$ cat config.mk
export PLATFORM = sky130hd
export DESIGN_NAME = alu_seq
export DESIGN_NICKNAME = d
export VERILOG_FILES = /design/src/rtl/alu_seq.sv
export SDC_FILE = /design/constraint.sdc
export NUM_CORES = 1
export LEC_CHECK = 0
export ABC_AREA = 1
export CORE_MARGIN = 8
export CORE_UTILIZATION = 35
export CTS_CLUSTER_SIZE = 12
export DETAILED_ROUTE_END_ITERATION = 16
export PLACE_DENSITY = 0.54
export SLEW_MARGIN = 25
export SYNTH_ARGS = -nofsm -noshare
export SYNTH_HDL_FRONTEND = slang
export SYNTH_SLANG_ARGS = --single-unit
$ cat constraint.sdc
create_clock -name clk -period 8.7 [get_ports clk]
set_input_delay 0.87 -clock clk [delete_from_list [all_inputs] [get_ports clk]]
set_output_delay 0.87 -clock clk [all_outputs]
set_load 0.05 [all_outputs]
$ cat src/rtl/alu_seq.sv
// -----------------------------------------------------------------------------
// alu_seq : handshaked, registered ALU with persistent carry and an iterative
//           shift-add multiplier.
//
// The block takes one operation at a time. Single-cycle operations return a
// result one cycle after they are accepted. MUL returns WIDTH+1 cycles after
// it is accepted. The result and flags are then held until the consumer
// takes them.
//
// Parameters
//   WIDTH      operand/result width (>= 4)
//   OPW        opcode width (>= 5)
//
// Optional build macro
//   ALU_SHIFT_EN  enables SHL(16) / SHR(17) / SRA(18). When it is undefined
//                 these opcodes decode as illegal and no shifter is built.
//
// Ports
//   clk        rising-edge clock
//   rst_n      asynchronous active-low reset
//   in_valid   operation request       in_ready  block can accept this cycle
//   opcode     operation select        a, b      operands
//   out_valid  result/flags valid      out_ready consumer takes result
//   result     result (low product half for MUL)
//   result_hi  high product half for MUL, 0 otherwise
//   flags      {ERR, V, C, N, Z}
//   carry_q    stored carry, consumed by ADC/SBB
// -----------------------------------------------------------------------------
module alu_seq #(
   parameter int WIDTH = 32,
   parameter int OPW   = 5
) (
   input  logic             clk,
   input  logic             rst_n,
   input  logic             in_valid,
   output logic             in_ready,
   input  logic [OPW-1:0]   opcode,
   input  logic [WIDTH-1:0] a,
   input  logic [WIDTH-1:0] b,
   output logic             out_valid,
   input  logic             out_ready,
   output logic [WIDTH-1:0] result,
   output logic [WIDTH-1:0] result_hi,
   output logic [4:0]       flags,
   output logic             carry_q
);

   localparam int CW = $clog2(WIDTH) + 1;

   localparam logic [OPW-1:0] OP_ADD  = OPW'(0);
   localparam logic [OPW-1:0] OP_ADC  = OPW'(1);
   localparam logic [OPW-1:0] OP_SUB  = OPW'(2);
   localparam logic [OPW-1:0] OP_SBB  = OPW'(3);
   localparam logic [OPW-1:0] OP_MUL  = OPW'(4);
   localparam logic [OPW-1:0] OP_AND  = OPW'(8);
   localparam logic [OPW-1:0] OP_OR   = OPW'(9);
   localparam logic [OPW-1:0] OP_XOR  = OPW'(10);
   localparam logic [OPW-1:0] OP_NAND = OPW'(11);
   localparam logic [OPW-1:0] OP_NOR  = OPW'(12);
   localparam logic [OPW-1:0] OP_XNOR = OPW'(13);
   localparam logic [OPW-1:0] OP_NOT  = OPW'(14);
   localparam logic [OPW-1:0] OP_NEG  = OPW'(15);
`ifdef ALU_SHIFT_EN
   localparam logic [OPW-1:0] OP_SHL  = OPW'(16);
   localparam logic [OPW-1:0] OP_SHR  = OPW'(17);
   localparam logic [OPW-1:0] OP_SRA  = OPW'(18);
   localparam int             SAW     = $clog2(WIDTH);
`endif

   typedef enum logic [1:0] {
      IDLE     = 2'd0,
      MUL_BUSY = 2'd1,
      HOLD     = 2'd2
   } state_t;

   state_t              state_q, state_d;
   logic [WIDTH-1:0]    result_q, result_d;
   logic [WIDTH-1:0]    result_hi_q, result_hi_d;
   logic [4:0]          flags_q, flags_d;
   logic                carry_d;
   logic [CW-1:0]       cnt_q, cnt_d;
   logic [WIDTH-1:0]    mcand_q, mcand_d;
   // Product register: the upper half accumulates, the lower half starts as
   // the multiplier and is shifted out one bit per step.
   logic [2*WIDTH-1:0]  prod_q, prod_d;

   logic accept;

   // ---------------------------------------------------------------------
   // Handshake
   // ---------------------------------------------------------------------
   assign in_ready  = (state_q == IDLE) || ((state_q == HOLD) && out_ready);
   assign accept    = in_valid && in_ready;
   assign out_valid = (state_q == HOLD);

   assign result    = result_q;
   assign result_hi = result_hi_q;
   assign flags     = flags_q;

   // ---------------------------------------------------------------------
   // Single-cycle datapath. All add/subtract forms, including NEG, share
   // one adder: x + y + cin.
   // ---------------------------------------------------------------------
   logic [WIDTH-1:0] ax, bx;
   logic             cin;
   logic [WIDTH:0]   sum;
   logic [WIDTH-1:0] alu_res;
   logic             alu_c, alu_v, alu_err, alu_arith;

`ifdef ALU_SHIFT_EN
   logic [SAW-1:0]   amt;
   logic [WIDTH:0]   shl_w, shr_w, sra_w;
   // A guard bit on the far side of each shift catches the last bit that
   // was shifted out. With an amount of 0 that bit stays 0.
   assign amt   = b[SAW-1:0];
   assign shl_w = {1'b0, a} << amt;
   assign shr_w = {a, 1'b0} >> amt;
   assign sra_w = $signed({a, 1'b0}) >>> amt;
`endif

   always_comb begin
      ax = a;
      bx = b;
      cin = 1'b0;
      unique case (opcode)
         OP_ADC: cin = carry_q;
         OP_SUB: begin bx = ~b; cin = 1'b1;    end
         OP_SBB: begin bx = ~b; cin = carry_q; end
         OP_NEG: begin ax = ~a; bx = '0; cin = 1'b1; end
         default: ;
      endcase
   end

   assign sum = {1'b0, ax} + {1'b0, bx} + {{WIDTH{1'b0}}, cin};

   always_comb begin
      alu_res   = '0;
      alu_c     = 1'b0;
      alu_v     = 1'b0;
      alu_err   = 1'b0;
      alu_arith = 1'b0;
      case (opcode)
         OP_ADD, OP_ADC, OP_SUB, OP_SBB, OP_NEG: begin
            alu_res   = sum[WIDTH-1:0];
            alu_c     = sum[WIDTH];
            // Signed overflow: the adder inputs share a sign and the sum's
            // sign differs from it.
            alu_v     = (ax[WIDTH-1] == bx[WIDTH-1]) &&
                        (sum[WIDTH-1] != ax[WIDTH-1]);
            alu_arith = (opcode != OP_NEG);
         end
         OP_AND:  alu_res = a & b;
         OP_OR:   alu_res = a | b;
         OP_XOR:  alu_res = a ^ b;
         OP_NAND: alu_res = ~(a & b);
         OP_NOR:  alu_res = ~(a | b);
         OP_XNOR: alu_res = ~(a ^ b);
         OP_NOT:  alu_res = ~a;
`ifdef ALU_SHIFT_EN
         OP_SHL: begin alu_res = shl_w[WIDTH-1:0]; alu_c = shl_w[WIDTH]; end
         OP_SHR: begin alu_res = shr_w[WIDTH:1];   alu_c = shr_w[0];     end
         OP_SRA: begin alu_res = sra_w[WIDTH:1];   alu_c = sra_w[0];     end
`endif
         // An illegal opcode, and MUL on this path, give a zero result with
         // ERR set. MUL never takes this value: it goes through MUL_BUSY.
         default: alu_err = 1'b1;
      endcase
   end

   // ---------------------------------------------------------------------
   // One multiplier step
   // ---------------------------------------------------------------------
   logic [WIDTH:0]       psum;
   logic [2*WIDTH-1:0]   prod_step;

   assign psum      = {1'b0, prod_q[2*WIDTH-1:WIDTH]} +
                      {1'b0, (prod_q[0] ? mcand_q : {WIDTH{1'b0}})};
   assign prod_step = {psum, prod_q[WIDTH-1:1]};

   // ---------------------------------------------------------------------
   // FSM: next-state and datapath update
   // ---------------------------------------------------------------------
   always_comb begin
      state_d     = state_q;
      result_d    = result_q;
      result_hi_d = result_hi_q;
      flags_d     = flags_q;
      carry_d     = carry_q;
      cnt_d       = cnt_q;
      mcand_d     = mcand_q;
      prod_d      = prod_q;
      case (state_q)
         IDLE, HOLD: begin
            if (accept) begin
               if (opcode == OP_MUL) begin
                  state_d = MUL_BUSY;
                  mcand_d = a;
                  prod_d  = {{WIDTH{1'b0}}, b};
                  cnt_d   = '0;
               end else begin
                  state_d     = HOLD;
                  result_d    = alu_res;
                  result_hi_d = '0;
                  flags_d     = {alu_err, alu_v, alu_c, alu_res[WIDTH-1],
                                 (alu_res == '0)};
                  if (alu_arith) carry_d = alu_c;
               end
            end else if (state_q == HOLD && out_ready) begin
               state_d = IDLE;
            end
         end
         MUL_BUSY: begin
            prod_d = prod_step;
            cnt_d  = cnt_q + 1'b1;
            if (cnt_q == CW'(WIDTH - 1)) begin
               state_d     = HOLD;
               result_d    = prod_step[WIDTH-1:0];
               result_hi_d = prod_step[2*WIDTH-1:WIDTH];
               flags_d     = {1'b0, (prod_step[2*WIDTH-1:WIDTH] != '0), 1'b0,
                              prod_step[WIDTH-1], (prod_step[WIDTH-1:0] == '0)};
            end
         end
         default: state_d = IDLE;
      endcase
   end

   always_ff @(posedge clk or negedge rst_n) begin
      if (!rst_n) state_q <= IDLE;
      else        state_q <= state_d;
   end

   always_ff @(posedge clk or negedge rst_n) begin
      if (!rst_n) begin
         result_q    <= '0;
         result_hi_q <= '0;
         flags_q     <= '0;
         carry_q     <= 1'b0;
         cnt_q       <= '0;
         mcand_q     <= '0;
         prod_q      <= '0;
      end else begin
         result_q    <= result_d;
         result_hi_q <= result_hi_d;
         flags_q     <= flags_d;
         carry_q     <= carry_d;
         cnt_q       <= cnt_d;
         mcand_q     <= mcand_d;
         prod_q      <= prod_d;
      end
   end

endmodule

==> images/gates.png <==
Scale: 1.5 px per um.
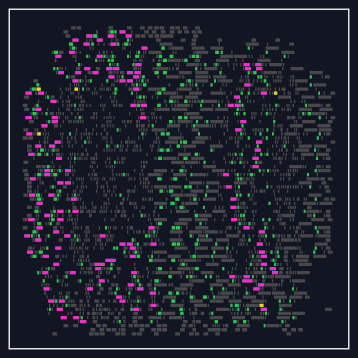
[magenta] fa/ha/maj cells | cells: 131 | where: all over the die
[green] aoi and oai cells | cells: 343 | where: all over the die
[yellow] non-inverting ao/oa cells | cells: 5

==> images/clock_nets.png <==
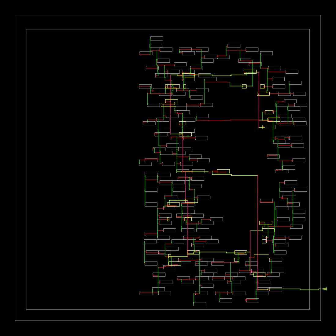
clock skew: 13.2 ps
reported clock group power: 779 uW
clock insertion delay at the later pin of the skew report: 450 ps
Inserted Clock Buffers: 17

==> impl.org <==
* Implementation run

** GRT
- Vias in the first global route :: ~16000
- Per the GRT log, the top usage layer is met2.
- Summed over all layers, the global routing overflow is 0.
- Global-route wire length before repair :: 91000 um

** Clocking
- Looking at the clock tree report, the H-tree level count equals 4.
- Looking at the clock tree report, the root buffer type is clkbuf_16.
- CTS reports a maximum clock tree buffer depth of 2.
- Setup fix buffers added after clock tree synthesis :: 0

** Setup path
- Data on the critical path is required at its endpoint by just over 9000 ps.
- In the setup report, the worst path falls into the class primary input to flop.
- Data arrival time of the critical path :: just over 6000 ps

** Timing
- Setup violation total in the final timing report :: 0

** Final layout
- Post-route design area :: about 18000 um^2
- Leaving out fill and tap cells, the most frequent cell in the layout is nand2_1.
- The top cell types in the final layout, fill and taps aside, are nand2_1, inv_1, nor2_1.

** Placed design
- At the end of routability-driven placement, the weighted congestion stood at 0.956.
- Worst slack at placement :: roughly 2500 ps

** Die
- In this run the count of I/O pins placed on the die edge is around 150.
- The floorplan step defined a core boundary enclosing about 43000 um^2.
- The horizontal die dimension reported for this design is roughly 230 um.

** Route
- Vias per std cell :: about 5.2
- TritonRoute reported its final design rule violation total as 0.

** Outcome
- The flow ran to the end, and the final reports show no timing, DRC or antenna violations.

** Yosys
- Chip area from the yosys synthesis statistics :: 15300 um^2
- Counting flops and latches in the post-synthesis netlist gives about 170.
==> images/layers.png <==
Scale: 1.5 px per um.
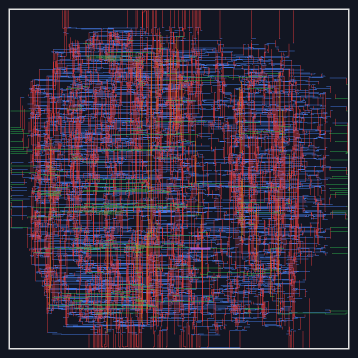
[blue] M1 | wire length: 26.9 mm
[red] M2 | wire length: 27.5 mm
[purple] M5 | wire length: 12.0 um
[orange] M4 | wire length: 1380 um
[green] M3 | wire length: 3050 um
routed len/inst: 19.0 um
detailed-route via count: 16000
global-route total usage across every layer: 0.230
Final Routed Wirelength: 58800 um

-- flip-flops by register name, indices dropped and copies added (netlist names) --
| signal | cells |
|---|---|
| prod_q | 64 |
| mcand_q | 32 |
| result_hi | 32 |
| result | 31 |
| cnt_q | 6 |
| flags | 5 |
| state_q | 2 |
| carry_q | 1 |
-- metrics by stage --
stage / util / power [uW]
6_report: 0.415 / 3420
5_1_grt: 0.415 / 3670
4_1_cts: 0.415 / 3440
3_5_place_dp: 0.401 / 2650
3_3_place_gp: 0.401 / 2630
2_1_floorplan: - / 2150
-- critical path, cell delays in order --
cell and delay, ps:
clkdlybuf4s50_1 530, nand2_1 210, inv_2 90, nand3_2 70, buf_4 500, nand2_2 590, inv_1 360, a31oi_1 100
fa_1 540, fa_1 510, nand3_1 110, nand3_1 160, nand3_1 120, nand3b_1 160, or2_2 310, nand3_1 60
nand2_1 100, nor2_1 120, nand3_1 80, nor2_1 180, nand3_1 120, a21oi_1 140
-- cells in the mapped netlist, types with 8 or more instances --
cell type	instances
nand2_1	821
inv_1	341
nor2_1	191
dfrtp_1	173
o21ai_0	157
nand3_1	148
ha_1	128
a21oi_1	64
clkbuf_1	46
o221ai_1	41
o211ai_1	38
xor2_1	38
nor3_1	33
nand4_1	26
buf_2	18
nand3b_1	14
o22ai_1	14
or2_2	13
o21ai_1	9
xnor2_1	8
-- cell families after synthesis --
logic type / synth area share
buffers and inverters: 0.106
adders and majority gates: 0.108
muxes: 0.000652
AOI/OAI and AO/OA: 0.136
DFF: 0.282
and+or+nand+nor: 0.341
xor gates and xnor gates: 0.0262
-- routing by layer --
layer | wire, um | vias to the layer above
met3 | 3050 | 74
met2 | 27500 | 440
li1 | - | 7899
met1 | 26900 | 7585
met4 | 1380 | 2
met5 | 11 | -
-- report_power, final --
group          switching, uW  leakage [uW]  internal [uW]  total [uW]
Sequential               161       0.00224           1000        1170
Combinational            982       0.00664            497        1480
Clock                    337      0.000289            442         779
Total                   1480       0.00917           1940        3420
-- worst paths after layout --
check	from	endpoint	slack [ps]	depth (start not counted)
worst max-delay path	opcode[2]	flags[0]	3010	22
worst min-delay path	result_hi[8]	result_hi[8]	480	2
worst max register to register	state_q[0]	flags[3]	4730	12
worst min register to register	result_hi[8]	result_hi[8]	480	2
max in group asynchronous	rst_n	result[7]	6960	2
min in group asynchronous	rst_n	result_hi[5]	510	1
-- layout make-up --
class | instances | area, um^2 | share of cell area
multi-input combinational | 1797 | 9410 | 0.525
sequential | 173 | 4330 | 0.242
timing repair buffer | 158 | 1550 | 0.0867
inverter | 348 | 1310 | 0.0729
tap | 585 | 732 | 0.0408
clock buffer | 21 | 460 | 0.0257
clock inverter | 11 | 130 | 0.00726
No activity file was given, so power comes from the tool's default toggle rates.
